[src/rtl/pipeline_hazard_ctrl_pkg.sv]
// Shared encodings for the pipeline stall/flush sequencer.
package pipeline_hazard_ctrl_pkg;

  localparam int REG_W         = 5;
  localparam int INTERNAL_BITS = 2;

  localparam logic [INTERNAL_BITS-1:0] ST_RUN      = 2'd0;
  localparam logic [INTERNAL_BITS-1:0] ST_MEM_WAIT = 2'd1;
  localparam logic [INTERNAL_BITS-1:0] ST_ERR      = 2'd2;

  // One bit per pipeline-register control line, PC first.
  typedef struct packed {
    logic pc_write;
    logic if_id_write;
    logic if_id_flush;
    logic id_ex_write;
    logic id_ex_flush;
    logic ex_mem_write;
    logic ex_mem_flush;
    logic mem_wb_write;
  } ctrl_t;

  localparam ctrl_t CTRL_DEFAULT = ctrl_t'(8'b1101_0101);
  localparam ctrl_t CTRL_FREEZE  = ctrl_t'(8'b0000_0000);
  localparam ctrl_t CTRL_RESET   = ctrl_t'(8'b0010_1010);
  localparam ctrl_t CTRL_BRANCH  = ctrl_t'(8'b1111_1111);
  localparam ctrl_t CTRL_BUBBLE  = ctrl_t'(8'b0001_1101);

endpackage

[src/rtl/pipeline_hazard_ctrl_hazard_detect.sv]
// Load-use hazard compare between the load in EX and the instruction in ID.
module hazard_detect
  import pipeline_hazard_ctrl_pkg::*;
(
  input  logic [REG_W-1:0] ID_rs,
  input  logic [REG_W-1:0] ID_rt,
  input  logic             ID_uses_rt,
  input  logic             ID_EX_MemRead,
  input  logic [REG_W-1:0] ID_EX_rt,
  output logic             load_use
);

  // $0 is hard-wired zero, so a load targeting it never creates a dependency.
  always_comb begin
    load_use = ID_EX_MemRead && (ID_EX_rt != '0) &&
               ((ID_EX_rt == ID_rs) || (ID_uses_rt && (ID_EX_rt == ID_rt)));
  end

endmodule

[src/rtl/pipeline_hazard_ctrl.sv]
// Stall/flush sequencer: load-use bubbles, taken-branch squash, memory-wait freeze,
// wait timeout and saturating performance counters.
module pipeline_hazard_ctrl
  import pipeline_hazard_ctrl_pkg::*;
#(
  parameter int MAX_WAIT = 16,
  parameter int CNT_W    = 16
) (
  input  logic             clk,
  input  logic             rst,
  input  logic [REG_W-1:0] ID_rs,
  input  logic [REG_W-1:0] ID_rt,
  input  logic             ID_uses_rt,
  input  logic             ID_EX_MemRead,
  input  logic [REG_W-1:0] ID_EX_rt,
  input  logic             MEM_branch_taken,
  input  logic             MEM_mem_req,
  input  logic             dmem_ready,
  output logic             PC_write,
  output logic             IF_ID_write,
  output logic             IF_ID_flush,
  output logic             ID_EX_write,
  output logic             ID_EX_flush,
  output logic             EX_MEM_write,
  output logic             EX_MEM_flush,
  output logic             MEM_WB_write,
  output logic             timeout_err,
  output logic [CNT_W-1:0] stall_cnt,
  output logic [CNT_W-1:0] flush_cnt
);

  localparam int                WAIT_W    = $clog2(MAX_WAIT + 1);
  localparam logic [WAIT_W-1:0] WAIT_LAST = WAIT_W'(MAX_WAIT - 1);

  logic [INTERNAL_BITS-1:0] state;
  logic [INTERNAL_BITS-1:0] state_nxt;
  logic [WAIT_W-1:0]        wait_cnt;
  logic                     load_use;
  logic                     mem_stall;
  logic                     run_rules;
  logic                     branch_evt;
  ctrl_t                    ctrl;

  function automatic logic [CNT_W-1:0] sat_inc(input logic [CNT_W-1:0] v);
    return (&v) ? v : v + 1'b1;
  endfunction

  hazard_detect u_hazard_detect (
    .ID_rs         (ID_rs),
    .ID_rt         (ID_rt),
    .ID_uses_rt    (ID_uses_rt),
    .ID_EX_MemRead (ID_EX_MemRead),
    .ID_EX_rt      (ID_EX_rt),
    .load_use      (load_use)
  );

  // Next state and control decode; the cycle memory completes is handled as a RUN cycle.
  always_comb begin
    mem_stall = MEM_mem_req & ~dmem_ready;
    state_nxt = state;
    run_rules = 1'b0;
    ctrl      = CTRL_FREEZE;
    case (state)
      ST_RUN: begin
        if (mem_stall) state_nxt = ST_MEM_WAIT;
        else           run_rules = 1'b1;
      end
      ST_MEM_WAIT: begin
        if (dmem_ready) begin
          state_nxt = ST_RUN;
          run_rules = 1'b1;
        end else if (wait_cnt == WAIT_LAST) begin
          state_nxt = ST_ERR;
        end
      end
      default: state_nxt = ST_ERR;
    endcase
    branch_evt = run_rules & MEM_branch_taken;
    if (run_rules) begin
      // A taken branch wins over load-use: the stalled instruction is wrong-path.
      if (MEM_branch_taken) ctrl = CTRL_BRANCH;
      else if (load_use)    ctrl = CTRL_BUBBLE;
      else                  ctrl = CTRL_DEFAULT;
    end
    if (rst) ctrl = CTRL_RESET;
  end

  assign PC_write     = ctrl.pc_write;
  assign IF_ID_write  = ctrl.if_id_write;
  assign IF_ID_flush  = ctrl.if_id_flush;
  assign ID_EX_write  = ctrl.id_ex_write;
  assign ID_EX_flush  = ctrl.id_ex_flush;
  assign EX_MEM_write = ctrl.ex_mem_write;
  assign EX_MEM_flush = ctrl.ex_mem_flush;
  assign MEM_WB_write = ctrl.mem_wb_write;

  // FSM state, memory-wait counter and sticky timeout flag.
  always_ff @(posedge clk) begin
    if (rst) begin
      state       <= ST_RUN;
      wait_cnt    <= '0;
      timeout_err <= 1'b0;
    end else begin
      state <= state_nxt;
      if (state == ST_RUN && mem_stall)
        wait_cnt <= WAIT_W'(1);
      else if (state == ST_MEM_WAIT)
        wait_cnt <= dmem_ready ? '0 : wait_cnt + 1'b1;
      if (state == ST_MEM_WAIT && !dmem_ready && wait_cnt == WAIT_LAST)
        timeout_err <= 1'b1;
    end
  end

  // Saturating counts of PC-stalled cycles and taken-branch flushes.
  always_ff @(posedge clk) begin
    if (rst) begin
      stall_cnt <= '0;
      flush_cnt <= '0;
    end else begin
      if (!ctrl.pc_write) stall_cnt <= sat_inc(stall_cnt);
      if (branch_evt)     flush_cnt <= sat_inc(flush_cnt);
    end
  end

endmodule

[config.mk]
export PLATFORM = sky130hd
export DESIGN_NAME = pipeline_hazard_ctrl
export DESIGN_NICKNAME = d
export VERILOG_FILES = /design/src/rtl/pipeline_hazard_ctrl_pkg.sv /design/src/rtl/pipeline_hazard_ctrl_hazard_detect.sv /design/src/rtl/pipeline_hazard_ctrl.sv
export SDC_FILE = /design/constraint.sdc
export NUM_CORES = 1
export LEC_CHECK = 0
export CAP_MARGIN = 20
export CORE_MARGIN = 1.5
export CORE_UTILIZATION = 30
export DETAILED_ROUTE_END_ITERATION = 10
export SLEW_MARGIN = 25
export SYNTH_ARGS = -nofsm -noshare
export SYNTH_HDL_FRONTEND = slang
export SYNTH_HIERARCHICAL = 1
export SYNTH_SLANG_ARGS = --single-unit
[constraint.sdc]
create_clock -name clk -period 2.1 [get_ports clk]
set_input_delay 0.21 -clock clk [delete_from_list [all_inputs] [get_ports clk]]
set_output_delay 0.21 -clock clk [all_outputs]
set_load 0.02 [all_outputs]
==> GITHUB_STEP_SUMMARY <==
## Synthesis and layout report

| Metric | Value |
|---|---|
| Status | `finished, final reports clean` |
| Critical Path Sink Type | `output port` |
| Worst-path fanout max | `3` |
| Hold-fix buffers at CTS | `0` |
| Final instance area | `3440 sq um` |
| Layout cells sized above 1 | `between 20% and 30%` |
| Hold Startpoint | `timeout_err` |
| Worst Path Required | `1.89 ns` |
| Top Layout Cells | `clkdlybuf4s50_1, buf_4, dfxtp_1` |
| Synthesized Nets | `298` |
| Top cells by count | `dfxtp_1, a21oi_1, or4_1` |
| Setup crit start kind | `input port` |
| CP endpoint | `ID_EX_flush` |
| Slowest-stage cell, CP | `or4_4` |
| Adder Share, Synth | `2.18%` |
| TritonCTS clock tree | `built` |
| Min Tclk post-route | `between 2 and 2.5 ns` |
| Port Buffers | `62` |
| Post-CTS Setup Repair Bufs | `6` |
| Die width | `slightly above 90 um` |
| Simple share | `between 30% and 40%` |
| Final Hold Fails | `0` |
| Top flop regs | `flush_cnt: 16 flops, stall_cnt: 16 flops, wait_cnt: 5 flops` |
| Pleak | `1.23 nW` |
| Pre-Place Util | `31.3%` |
| Via density | `between 5 and 6` |
| Core Footprint | `~7300 sq um` |
| # DRC | `0` |
| Met3 Use GR | `~3.5%` |
| Hold Path Class | `flip-flop to flip-flop` |
| Multiplexer share of the synthesized area | `2.40%` |
| FFs w/ async S/R, synth | `0%` |
| Die area | `roughly 8200 sq um` |
| Top-area cell type share of the netlist area | `34.9%` |
| Stages on worst setup path | `10` |
| Worst path top cell family by delay | `buffers and inverters` |
| Tcrit/Tclk final | `just under 100%` |
| Vias after detailed routing | `2473` |
| Main area contributors | `dfxtp_1, a21oi_1, or4_1` |
| Pins over their slew limit | `0` |
| Top-count cell post-synth | `dfxtp_1` |
| Mean Syn Cell Area | `approximately 8.4 sq um` |
| Placer Congestion | `0.785` |
| Met1 wire length | `roughly 3000 um` |
| Rel. slew slack | `51.5%` |
| Highest Signal Layer | `met4` |
| Yosys synthesis warning count | `6` |
| Wire length on met2 | `3130 um` |
| Post-cts resize count | `34` |
| Site Rows | `31` |
| Capturing point of the worst reg2reg path | `stall_cnt[8]` |
| Post-DP HPWL | `4690 um` |
| I/O pin cnt | `63` |
| CP max stage delay | `approximately 0.52 ns` |
| Yosys xor share | `3.81%` |
| Maximum root-to-sink buffer count | `2` |
| Total Wirelength | `6490 um` |
| Final setup fails | `0` |
| Global route total overflow | `0` |
| Worst vdd ir | `198 uV` |
| GRT Resource Usage Total | `15.8%` |
| Post-synthesis sequential area ratio | `around a third` |
| Synthesized instance count | `272` |
| Final clock skew | `0.00992 ns` |
| Clk Latency, worst-skew pair | `0.30 ns` |
| Critical Path AT | `1.84 ns` |
| First-pass DRT Iterations | `4` |
| CTS H-Tree Depth | `2` |
| Hold Path Sink | `timeout_err` |
| Worst-path cell chain | `buf_6, or4_4, o21ai_2, a21oi_2, buf_4, buf_4, buf_4, buf_4, a21o_1, buf_6` |
| Worst-Margin Slew | `about 0.72 ns` |
| Leading area contributor after synthesis | `dfxtp_1` |
-- power breakdown --
| part | switching (mW) | internal, mW |
|---|---|---|
| sequential | 0.0148 | 0.768 |
| combinational | 0.120 | 0.126 |
| clock | 0.267 | 0.226 |
-- kinds of logic (layout without fill, tap and decap cells) --
family / after synthesis / in the layout
AND/OR/NAND/NOR: 115 / 115
AND-OR/OR-AND: 75 / 75
flip-flops: 40 / 40
buffers and inverters: 23 / 121
XOR/XNOR: 10 / 10
multiplexers: 5 / 5
adder cells (fa/ha/maj): 4 / 4
-- area by class of cell --
type	count	area, sq um
Multi-Input combinational cell	209	1460
Clock inverter	1	5.00
Inverter	10	37.5
Fill cell	700	3890
Timing Repair Buffer	104	936
Clock buffer	6	72.6
Sequential cell	40	801
Tap cell	99	124
### Routed clock nets over the placement

Drawn at 4 px/um.
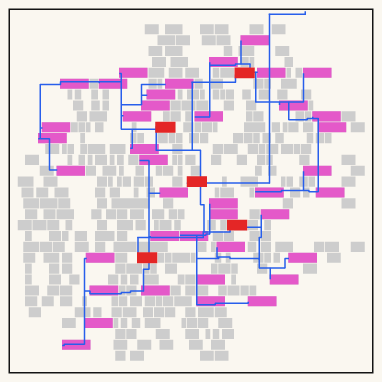
[cells driving clock nets] red | count: 5
[flip-flops] magenta | count: 40
[clock wires] blue | length: 567 um
flops lie: all over the die
routed clock nets: 6

### Routed metal per tile

Drawn at 4 px/um. 18 x 18 tiles, from white (low) to dark blue (high), scaled to the fullest tile. Values are wire area over tile area, all layers added.
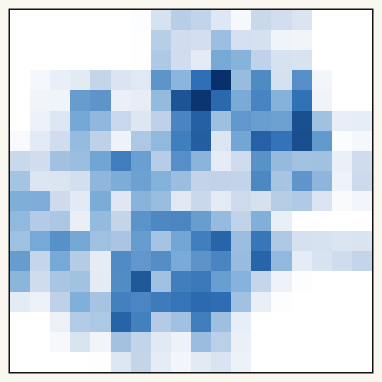
nearly empty tiles: 24%
fullest tile: 0.45
emptiest ninth of the die: bottom right
tiles over half the peak: 21%
mean over tiles: 0.12

### Selected gate families

Drawn at 6 px/um.
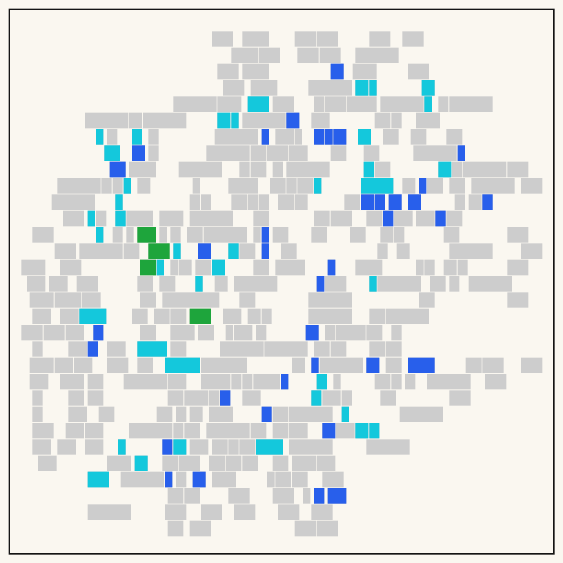
| family | colour | cells |
|---|---|---|
| NOR gates | cyan | 39 |
| AND-OR and OR-AND gates | green | 4 |
| NAND gates | blue | 37 |
logic share of the area: 42.6%
most common logic cell in the routed design: clkdlybuf4s50_1
Layout Cells excl Fill: 469

### Congestion heat map

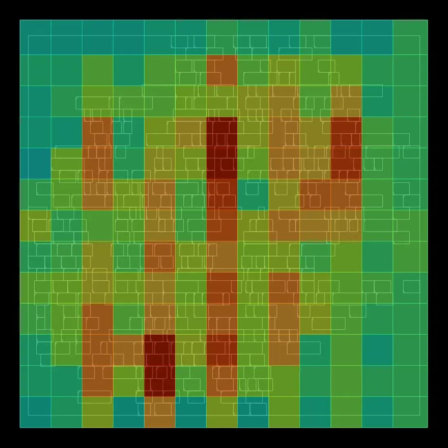
met2 Track Usage GR: 25.7%
Routed WL per cell: 13.8 um
Top Usage Layer GRT: met2

### Zoomed window

Region (30, 12) to (60, 42) um. Cells in grey, sequential cells in the stronger grey; small squares are vias.
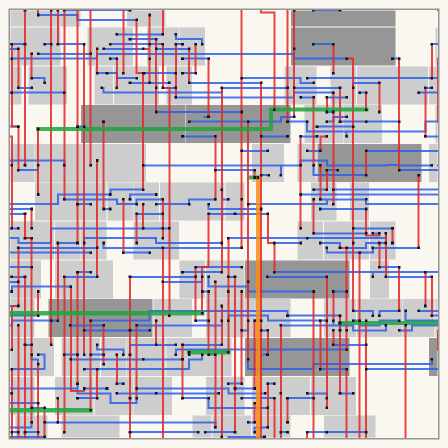
| layer | colour |
|---|---|
| met1 | blue |
| met2 | red |
| met3 | green |
| met4 | orange |
sequential cells in the window: 7
most frequent: dfxtp_1 (7), buf_4 (6)
cells with their middle in the window: 66
netlist names of flops here include: stall_cnt (7)

Power and IR drop assume default switching activity.
